<file path="src/rtl/fetch_decode_queue.sv">
// Fetch-to-decode instruction queue: circular FIFO with epoch filtering,
// branch flush and a saturating counter of discarded packets.
module fetch_decode_queue #(
    parameter int DEPTH      = 4,
    parameter int INSN_WIDTH = 64,
    parameter int PC_WIDTH   = 21
) (
    input  logic                     clk,
    input  logic                     reset_n,
    input  logic                     fetch_valid,
    output logic                     fetch_ready,
    input  logic [PC_WIDTH-1:0]      fetch_pc,
    input  logic [INSN_WIDTH-1:0]    fetch_insn,
    input  logic                     fetch_epoch,
    input  logic                     flush,
    input  logic                     flush_epoch,
    output logic                     decode_valid,
    input  logic                     decode_ready,
    output logic [PC_WIDTH-1:0]      decode_pc,
    output logic [INSN_WIDTH-1:0]    decode_insn,
    output logic [$clog2(DEPTH):0]   count,
    output logic [15:0]              drop_count
);
    localparam int AW = $clog2(DEPTH);
    localparam int EW = PC_WIDTH + INSN_WIDTH;

    logic [EW-1:0] mem [DEPTH];
    logic [EW-1:0] hold_q;
    logic [EW-1:0] head;
    logic [AW-1:0] wr_ptr;
    logic [AW-1:0] rd_ptr;
    logic          cur_epoch;
    logic          push;
    logic          pop;
    logic          store;
    logic          drop;

    assign fetch_ready  = (count < (AW+1)'(DEPTH));
    assign decode_valid = (count != '0);
    assign push         = fetch_valid & fetch_ready;
    assign pop          = decode_valid & decode_ready;
    assign store        = push & ~flush & (fetch_epoch == cur_epoch);
    assign drop         = push & (flush | (fetch_epoch != cur_epoch));

    // While empty, present the last head seen rather than stale storage.
    assign head                     = decode_valid ? mem[rd_ptr] : hold_q;
    assign {decode_pc, decode_insn} = head;

    always_ff @(posedge clk or negedge reset_n) begin
        if (!reset_n) begin
            wr_ptr    <= '0;
            rd_ptr    <= '0;
            count     <= '0;
            cur_epoch <= 1'b0;
        end else if (flush) begin
            wr_ptr    <= '0;
            rd_ptr    <= '0;
            count     <= '0;
            cur_epoch <= flush_epoch;
        end else begin
            if (store) wr_ptr <= wr_ptr + 1'b1;
            if (pop)   rd_ptr <= rd_ptr + 1'b1;
            case ({store, pop})
                2'b10:   count <= count + 1'b1;
                2'b01:   count <= count - 1'b1;
                default: count <= count;
            endcase
        end
    end

    always_ff @(posedge clk or negedge reset_n) begin
        if (!reset_n) begin
            for (int i = 0; i < DEPTH; i++) mem[i] <= '0;
        end else if (store) begin
            mem[wr_ptr] <= {fetch_pc, fetch_insn};
        end
    end

    always_ff @(posedge clk or negedge reset_n) begin
        if (!reset_n)         hold_q <= '0;
        else if (decode_valid) hold_q <= mem[rd_ptr];
    end

    always_ff @(posedge clk or negedge reset_n) begin
        if (!reset_n)                          drop_count <= '0;
        else if (drop && drop_count != 16'hFFFF) drop_count <= drop_count + 16'd1;
    end
endmodule

</file>
<file path="config.mk">
export PLATFORM = sky130hd
export DESIGN_NAME = fetch_decode_queue
export DESIGN_NICKNAME = d
export VERILOG_FILES = /design/src/rtl/fetch_decode_queue.sv
export SDC_FILE = /design/constraint.sdc
export NUM_CORES = 1
export LEC_CHECK = 0
export CELL_PAD_IN_SITES_DETAIL_PLACEMENT = 1
export CELL_PAD_IN_SITES_GLOBAL_PLACEMENT = 1
export CORE_ASPECT_RATIO = 0.9
export CORE_UTILIZATION = 53
export CTS_CLUSTER_DIAMETER = 30
export DETAILED_ROUTE_END_ITERATION = 7
export GPL_TIMING_DRIVEN = 1
export PLACE_DENSITY = 0.83
export SLEW_MARGIN = 0
export SYNTH_ARGS = -nofsm -noshare
export SYNTH_HDL_FRONTEND = slang
export SYNTH_SLANG_ARGS = --single-unit
</file>
<file path="constraint.sdc">
create_clock -name clk -period 6.8 [get_ports clk]
set_input_delay 1.02 -clock clk [delete_from_list [all_inputs] [get_ports clk]]
set_output_delay 1.02 -clock clk [all_outputs]
set_load 0.01 [all_outputs]
</file>
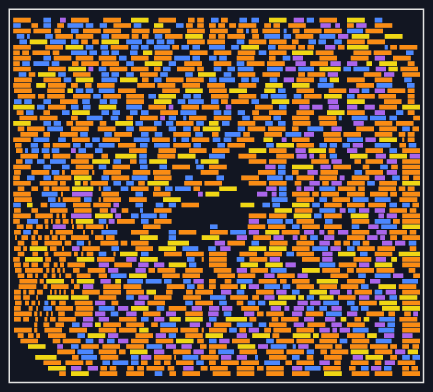
Figure 1: run 1, cells by drive strength.
(2 px per um)
x1 and smaller: drawn in orange, cells 742, share 51%. x3 and x4: drawn in purple, cells 183, share 13%. x6 and larger: drawn in yellow, cells 140, share 9.7%. x2: drawn in blue, cells 377, share 26%.

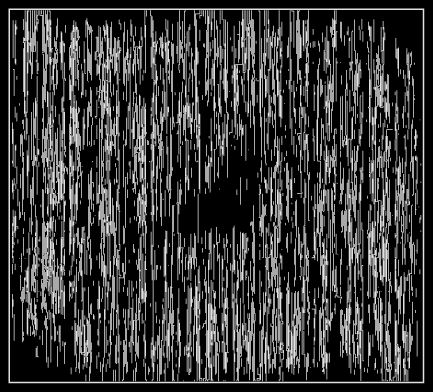
Figure 2: run 1, signal wires on met2.
(2 px per um)
The wires run mostly vertical. 1429 nets have wire on it. The layer holds 51% of the routed length.
vias: 11.22k
met2 Usage GRT: 0.4691
total wire length: 51920 um

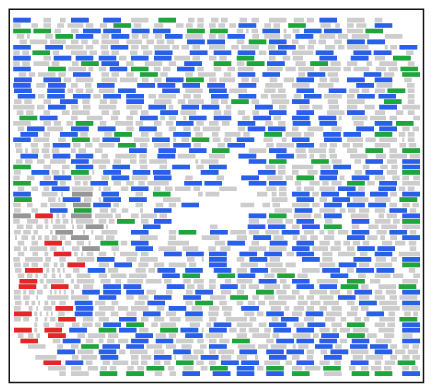
Figure 3: run 1, where the registers sit.
(2 px per um) Other sequential cells in the stronger gray, the rest of the logic in the fainter gray.
`mem`: drawn in blue, sequential cells 340, where all over the die. `drop_count`: drawn in red, sequential cells 16, where lower left. `hold_q`: drawn in green, sequential cells 85, where all over the die.

-- run 1: critical path: cells and delay by family, from the launching register on --
kind	cells	cell delay, ns
DFF	1	1.10
buffers and inverters	2	1.08
muxes	2	0.72
-- run 1: registers in the layout, summed over array words and instances (netlist names) --
name,flops
count,3
mem,340
wr_ptr,2
rd_ptr,2
hold_q,85
drop_count,16
cur_epoch,1
-- run 1: area by class of cell --
class	count	area (um^2)
Tap cell	476	595.6
Antenna cell	6	15.01
Sequential cell	449	11240
Timing Repair Buffer	209	2117
Fill cell	2973	11270
Clock inverter	57	752.0
Multi-Input combinational cell	606	7968
Inverter	8	30.03
Clock buffer	113	2587
-- run 1: power by group through the flow --
stage	registers [W]	clock network, W	logic (W)
2_1_floorplan	0.00401	0	0.00283
3_3_place_gp	0.00425	0	0.00428
3_5_place_dp	0.00430	0	0.00440
4_1_cts	0.00437	0.00489	0.00457
5_1_grt	0.00447	0.00501	0.00478
6_report	0.00437	0.00482	0.00452
-- run 1: cell families (layout without fill, tap and decap cells) --
logic type	count (synthesis)	after routing	share of synthesized area
other cells	0	6	0
fa+ha+maj	6	6	0.004146
xor+xnor	16	16	0.007412
flops	449	449	0.5640
buf+inv	81	387	0.03637
compound gates	11	11	0.003454
mux	516	516	0.3678
simple gates	57	57	0.01677
-- run 1: per-stage QoR --
stage	util	power, W	hold slack (ns)
global placement	0.6001	0.008532	0.4784
finish	0.6918	0.01371	0.3057
global route	0.6915	0.01427	0.3066
floorplan	-	0.006843	0.4751
CTS	0.6914	0.01383	0.2922
detailed placement	0.6001	0.008698	0.4839
-- run 1: metal layers --
layer / up-vias / routed length [um]
met2: 310 / 26300
met3: 95 / 2653
met5: - / 14
met1: 6132 / 21750
li1: 4682 / -
met4: 2 / 1198
==> results.ini, run 1 <==
[synthesis]
synth_flops = 449
synthCells = 1136
syn-cell-area_mm2 = 0.01992
synthesis.nets = 1234

[global_routing]
grt_pass1_wl_um = 81570
grt_max_degree = 178
overflow = 0

[worst_hold_path]
hold_class = in -> async

[power]
p_switching_w = 0.004002
p_sw_frac = 0.2920
pwr-share-seq = 0.319

[die]
die_x_um = 206.4
io_pins = 198
core_area_mm2 = 0.03658

[critical_path]
crit_arrival_ns = 3.53
worstSetupEndpointType = output pin
max_stage_delay_ns = 1.10

[outcome]
violations = design-rule violations
status = finished with violations

[cts]
cts_max_level = 3
cts_tree = yes

[layout]
drive_gt1_frac = 0.4854
finish.instance_area_mm2 = 0.02531

[sta]
setup_ws_ns = 2.245
finalHoldViolations = 0

[placement]
preCtsSetupSlack_ns = 2.546

[drt]
drc = 40

Figure 4. Routing congestion map (run 1).
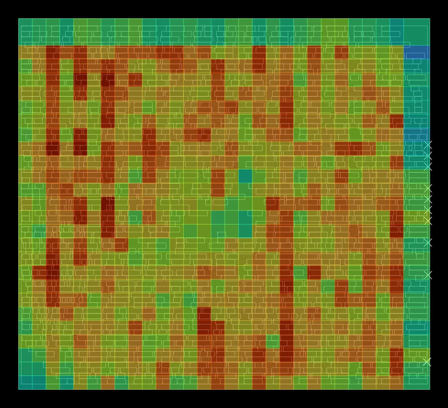

==> inputs of run 2 (changes only) <==
- CORE_UTILIZATION: 53 -> 49
- PLACE_DENSITY: 0.83 -> 0.77
- clock period: 6.8 -> 4.5 ns (I/O delays scaled with it)
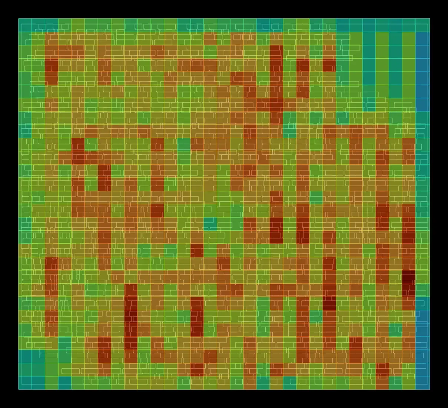
Figure 5: run 2, routing congestion map.
Most Crowded Layer GR: met2
met1 Use GR: 0.3519
grt met3 use: 0.05865
Final Util: 0.6508

==> run 2 against run 1 <==
The run now ends clean. Clock power is 61% higher. Largest cell class unchanged. Non-clock buffer count is 18 higher. Critical path type unchanged. Worst hold slack worse by 0.19 ns. Total power is 54% higher. Critical endpoint is now decode_insn[38].
==> results.ini, run 2 <==
[sta]
fin_hold_ws_ns = 0.1159  ; -0.1898 ns
timing.fmax_mhz = 254.7
finalHoldViolations = 0  ; unchanged

[synthesis]
synth_flops = 449  ; unchanged
synthesis.nets = 1234  ; unchanged
syn-cell-area_mm2 = 0.01992  ; unchanged
yosys.cell_count.top_type = dfrtp_1
synthCells = 1136  ; unchanged

[power]
cellLeakagePower_nw = 11.42
p_clk_w = 0.00775  ; +61%
p_sw_frac = 0.2841  ; -0.007971
comb-power_w = 0.00687  ; +52%
p_total_w = 0.02112  ; +54%
pwr-share-seq = 0.308  ; -0.011
p_switching_w = 0.006000  ; +50%

[critical_path]
critPathBufInv = 2  ; unchanged
worstSetupPathDepth = 4  ; unchanged
max_stage_delay_ns = 0.83  ; -0.27 ns
worstSetupEndpointType = output pin
crit_arrival_ns = 3.25  ; -0.28 ns
cp_max_fo = 30

[global_routing]
overflow = 0  ; unchanged
grt_pass1_wl_um = 80880  ; -0.85%
grt_max_degree = 117  ; -34%

[placement]
dpl.hpwl_um = 28590

[die]
io_pins = 198  ; unchanged
die_x_um = 214.5  ; +4.0%

[layout]
largest_reg_flops = 340  ; unchanged
top_register = mem
top_regs = mem (340), hold_q (85), drop_count (16)

[drt]
routed_wl_um = 50560  ; -2.6%
drc = 0  ; -100%

[outcome]
status = complete, no violations

[cts]
cts_tree = yes

[worst_hold_path]
hold_class = in -> async

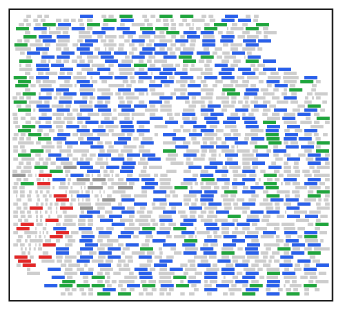
Figure 6: run 2, where the registers sit.
(1.5 px per um) Other sequential cells in the stronger gray, the rest of the logic in the fainter gray.
`hold_q`: drawn in green, sequential cells 85, where all over the die. `mem`: drawn in blue, sequential cells 340, where all over the die. `drop_count`: drawn in red, sequential cells 16, where lower left.
Another 8 sequential cells are not colored.
sequential power: 0.00651 W
sequential cell area: 0.01124 mm^2

-- run 2: cell counts after synthesis --
Identical to the previous run, type by type.
-- run 2: area by class of cell --
class,count,area [um^2]
diodes,2,5.005
clock buffers,125,2770
fillers,3392,13900
well taps,532,665.6
multi-input cells,606,7968
flip-flops and latches,449,11240
inverters,8,30.03
repair buffers,227,2352
clock inverters,65,865.8
-- run 2: through the flow --
| stage | utilization | worst slack (ns) | cell area, um^2 |
|---|---|---|---|
| 2_1_floorplan | - | 1.953 | 19920 |
| 3_3_place_gp | 0.5593 | 1.116 | 22260 |
| 3_5_place_dp | 0.5593 | 1.004 | 22260 |
| 4_1_cts | 0.6506 | 0.4883 | 25890 |
| 5_1_grt | 0.6507 | 0.4157 | 25900 |
| 6_report | 0.6508 | 0.5745 | 25900 |
-- run 2: cells by family (layout without fill, tap and decap cells) --
group / after synthesis / after routing / synth area share
compound gates: 11 / 11 / 0.003454
xor+xnor: 16 / 16 / 0.007412
fa+ha+maj: 6 / 6 / 0.004146
mux: 516 / 516 / 0.3678
simple gates: 57 / 57 / 0.01677
other cells: 0 / 2 / 0
flops: 449 / 449 / 0.5640
buf+inv: 81 / 425 / 0.03637
-- run 2: per-layer routing --
layer	vias up	wire, um	global-route usage
met5	-	7	0
met4	2	817	0.07381
met3	62	2360	0.05865
met2	270	24620	0.4018
met1	6057	22750	0.3519
li1	4753	-	-
-- run 2: worst min path at each step --
stage | startpoint | to | slack, ns | cells after the start
after floorplan | reset_n | count[0] | 0.38 | 0
after global placement | hold_q[14] | hold_q[14] | 0.48 | 1
after detailed placement | hold_q[6] | hold_q[6] | 0.48 | 1
after CTS | reset_n | mem[305] | 0.21 | 1
after global routing | reset_n | mem[305] | 0.19 | 1
final | reset_n | mem[305] | 0.12 | 1
No activity file was given, so power comes from the tool's default toggle rates.
